**The clock network**

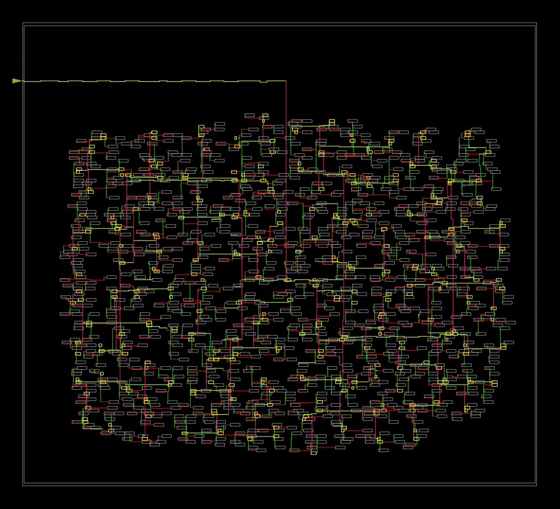
**Cells colored by class**

Bar = 100 um. Fill, decap, tap and diode cells in gray.
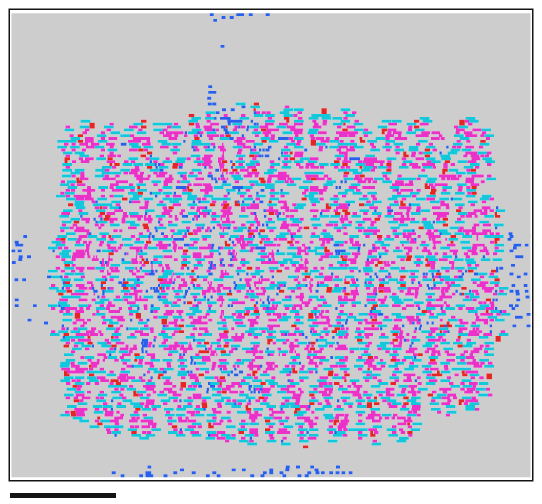
**M2 wires**

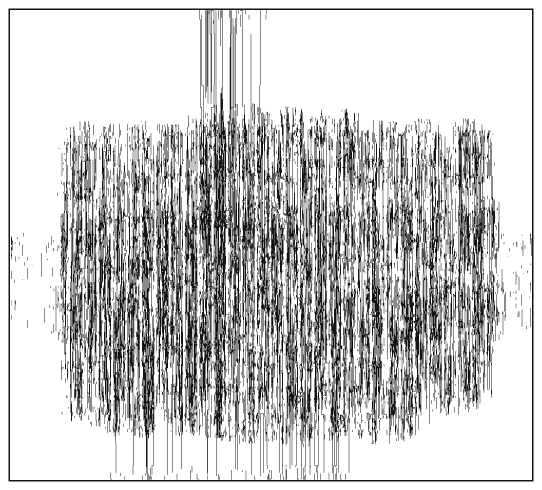
===== src/rtl/cpu_regfile.sv =====
// rtl/cpu_regfile.sv - cpu32 general-purpose register file, two async read ports, one sync write port
module cpu_regfile #(
   parameter int unsigned DATA_W    = 32,
   parameter int unsigned ADDR_W    = 5,
   parameter bit          ZERO_REG  = 1'b1,
   parameter bit          WR_BYPASS = 1'b0
) (
   input  logic              clk_i,
   input  logic              rst_i,
   input  logic              we_i,
   input  logic [ADDR_W-1:0] waddr_i,
   input  logic [DATA_W-1:0] wdata_i,
   input  logic [ADDR_W-1:0] raddr1_i,
   input  logic [ADDR_W-1:0] raddr2_i,
   output logic [DATA_W-1:0] rdata1_o,
   output logic [DATA_W-1:0] rdata2_o
);

   localparam int unsigned DEPTH = 1 << ADDR_W;

   logic [DATA_W-1:0] regs_q [DEPTH];
   logic [DATA_W-1:0] regs_d [DEPTH];
   logic              wr_en;

   // Writes to the hard-wired zero register are dropped here so it never holds a value.
   assign wr_en = we_i && !(ZERO_REG && (waddr_i == '0));

   always_comb begin
      regs_d = regs_q;
      if (wr_en) begin
         regs_d[waddr_i] = wdata_i;
      end
   end

   always_ff @(posedge clk_i or posedge rst_i) begin
      if (rst_i) begin
         for (int i = 0; i < DEPTH; i++) begin
            regs_q[i] <= '0;
         end
      end else begin
         regs_q <= regs_d;
      end
   end

   // Reset also masks the bypass path, so outputs stay 0 for the whole reset window.
   always_comb begin
      rdata1_o = regs_q[raddr1_i];
      if (rst_i || (ZERO_REG && (raddr1_i == '0))) begin
         rdata1_o = '0;
      end else if (WR_BYPASS && we_i && (raddr1_i == waddr_i)) begin
         rdata1_o = wdata_i;
      end
   end

   always_comb begin
      rdata2_o = regs_q[raddr2_i];
      if (rst_i || (ZERO_REG && (raddr2_i == '0))) begin
         rdata2_o = '0;
      end else if (WR_BYPASS && we_i && (raddr2_i == waddr_i)) begin
         rdata2_o = wdata_i;
      end
   end

endmodule


===== config.mk =====
export PLATFORM = sky130hd
export DESIGN_NAME = cpu_regfile
export DESIGN_NICKNAME = d
export VERILOG_FILES = /design/src/rtl/cpu_regfile.sv
export SDC_FILE = /design/constraint.sdc
export NUM_CORES = 2
export LEC_CHECK = 0
export CAP_MARGIN = 5
export CORE_ASPECT_RATIO = 0.9
export CORE_UTILIZATION = 25
export CTS_BUF_LIST = sky130_fd_sc_hd__clkbuf_4 sky130_fd_sc_hd__clkbuf_8
export DETAILED_ROUTE_END_ITERATION = 8
export GPL_TIMING_DRIVEN = 0
export PLACE_DENSITY_LB_ADDON = 0.25
export SYNTH_ARGS = -nofsm -noshare
export SYNTH_HDL_FRONTEND = slang
export SYNTH_SLANG_ARGS = --single-unit

===== constraint.sdc =====
create_clock -name clk_i -period 64.2 [get_ports clk_i]
set_clock_uncertainty 0.05 [all_clocks]
set_input_delay 12.84 -clock clk_i [delete_from_list [all_inputs] [get_ports clk_i]]
set_output_delay 12.84 -clock clk_i [all_outputs]
set_load 0.05 [all_outputs]

==> results.sh <==
# implementation run metrics
export IMPL_wl_met3_um=18800
export IMPL_relSlewSlack_pct=-5.67
export IMPL_r2r_end="regs_q[818]"
export IMPL_placed_area_um2=59200
export IMPL_yosys_cells=3539
export IMPL_finalPower_w=0.00196
export IMPL_maxSlewViolCount=34
export IMPL_layout_cells_most_common="dfrtp_1"
export IMPL_synth_edff_count=0
export IMPL_ys_flop_type="dfrtp_1"
export IMPL_finalHoldViolCount=0
export IMPL_drc=0
export IMPL_antenna_found_initial=18
export IMPL_required_ps=51310
export IMPL_fp_util_pct=25.3
export IMPL_h_tree_depth=4
export IMPL_r2r_slack_ps=63350
export IMPL_core_um2=215000
export IMPL_top_layer_used="met5"
export IMPL_reg_top3="regs_q x1024"
export IMPL_ios=114
export IMPL_yosysUniqueCellTypes=42
export IMPL_path_clk_slew_ps=60
export IMPL_hpwl_um=173000
export IMPL_rows=161
export IMPL_violations="capacitance limit, slew limit"
export IMPL_viasPerCell=5.44
export IMPL_cts_root_buf="clkbuf_8"
export IMPL_tightest_slew_ps=1590
export IMPL_grt_pass1_vias=37805
export IMPL_final_cell_mix="dfrtp_1 (1,024), mux2_2 (1,008), mux4_2 (443)"
export IMPL_fp_dieW_um=493
export IMPL_startpoint_type="input pin"
export IMPL_die_h_um=444
export IMPL_final_cells=6839
export IMPL_fin_area_um2=63100
export IMPL_grt_pass1_wl_um=326000
export IMPL_ant_nets=0
export IMPL_grt_max_degree=122
export IMPL_post_cts_buffers=0
export IMPL_grtUsageTotal_pct=21.7
export IMPL_arrival_ps=18930
export IMPL_synth_flops=1024
export IMPL_fmax_mhz=31.4
export IMPL_reg2reg_depth=1
export IMPL_fin_crit_ps=31820
export IMPL_yosys_area_top_type_share_pct=47.3
export IMPL_outcome="finished, violations left"
export IMPL_grt_overflow_total=0
export IMPL_cts_sinks=1024
export IMPL_wl_per_cell_um=35.0
export IMPL_ys_seq_share_pct=47.3
export IMPL_finalNetCount=3900
export IMPL_crit_fanout=10
export IMPL_largest_reg_flops=1024
export IMPL_fp_nets=3589
export IMPL_area_growth_pct=16.4
export IMPL_yosys_area_top_type="dfrtp_1"
export IMPL_maxCapViolations=5
export IMPL_finalClockPeriodUsage_pct=49.6
export IMPL_setup_viol=0
export IMPL_synth_avg_cell_area_um2=15.3
export IMPL_r2r_start="regs_q[818]"
export IMPL_p_leak_nw=26.5
export IMPL_drt_pass1_iterations=7
export IMPL_startpoint="raddr2_i[2]"
export IMPL_warning_count=49
export IMPL_ys_async_sr_fraction_pct=100
export IMPL_dieArea_um2=219000
export IMPL_yosysWarnings=0
export IMPL_endpoint="rdata2_o[7]"
export IMPL_hold_path_class="flip-flop to flip-flop"
export IMPL_ys_chip_area_um2=54200
export IMPL_drt_iter0_markers=4076
About 'the clock network':
Late-Pin Clk Latency: 930 ps
seq_cells: 1,024
CLK BUF: 299
CTS buffer count: 181

About 'cells colored by class':
other buffers and delay cells -> blue  # cells 538, share of their area 5.6%
clock drivers and dummy loads -> red  # cells 312, share of their area 6.4%
flip-flops -> cyan  # cells 1,024, share of their area 43%
all other logic -> magenta  # cells 2,105, share of their area 45%

About 'M2 wires':
nets with wire on the layer = 3,669
share of all routed wire = 45%

[worst max-delay path, cell delays in order]
cell	delay (ps)
clkdlybuf4s50_1	690
buf_2	410
buf_4	340
nor2_1	190
clkbuf_1	1100
clkbuf_1	1120
a211oi_1	450
nor3_1	740
clkdlybuf4s50_1	950
[routing by layer]
layer  vias to the layer above  global-route usage (%)
li1                      14439                       -
met1                     20517                    29.5
met2                      1791                    32.9
met3                       442                    4.85
met4                         6                    9.85
met5                         -                       0
[Yosys cell counts, types with 2 or more instances]
cell       number
buf_1          68
a21oi_1        11
clkbuf_1      215
nand3_1        10
or3b_2          3
a311oi_1        5
a22oi_1        11
a211oi_1       37
inv_1           2
buf_4          14
nor2_1         19
a2111oi_0      23
or3_1           2
nand3b_1        6
nor2b_1        15
and2_1          2
dfrtp_1      1024
nand2_1        45
mux2_2       1008
a22o_1         42
buf_8           3
mux4_2        443
buf_6          13
a2111oi_1       3
buf_2          96
o221ai_1       54
o22a_1         32
nor3_1         20
nor3b_1         5
a31oi_1         6
a2111oi_2       2
mux2i_1       266
o22ai_1        25
[worst min-delay path by stage]
stage                  from      endpoint  slack [ps]  cells after the start
2_1_floorplan  regs_q[1000]  regs_q[1000]         390                      1
4_1_cts        regs_q[1007]  regs_q[1007]         430                      1
5_1_grt        regs_q[1012]  regs_q[1012]         450                      1
3_3_place_gp   regs_q[1023]  regs_q[1023]         410                      1
3_5_place_dp   regs_q[1023]  regs_q[1023]         410                      1
6_report       regs_q[1016]  regs_q[1016]         430                      1
[area by class of cell]
class	instances	area [um2]
Antenna cell	8	20.0
Buffer	410	1860
Clock buffer	299	3750
Clock inverter	13	72.6
Fill cell	21633	151000
Inverter	2	15.0
Multi-Input combinational cell	2103	26700
Sequential cell	1024	25600
Tap cell	2852	3570
Timing Repair Buffer	128	1450
[cell families (layout without fill, tap and decap cells)]
| group | count (synthesis) | count (layout) | synth area share, % |
|---|---|---|---|
| other | 0 | 8 | 0 |
| and+or+nand+nor | 133 | 133 | 1.22 |
| AOI/OAI and AO/OA | 253 | 253 | 3.79 |
| DFF | 1024 | 1024 | 47.3 |
| muxes | 1717 | 1717 | 44.3 |
| buffers and inverters | 412 | 852 | 3.42 |
[where the power goes]
group          switching [W]  total (W)  internal [W]
Sequential         0.0000928   0.000861      0.000769
Combinational       0.000204   0.000435      0.000231
Clock               0.000294   0.000659      0.000364
[through the flow]
stage               hold slack (ps)  TNS (ps)  worst slack [ps]
finish                          427         0             32380
global route                    450         0             32560
CTS                             431         0             32610
detailed placement              414         0             32630
global placement                411   -382750             -9940
floorplan                       391         0             11610
Power and IR drop assume default switching activity.
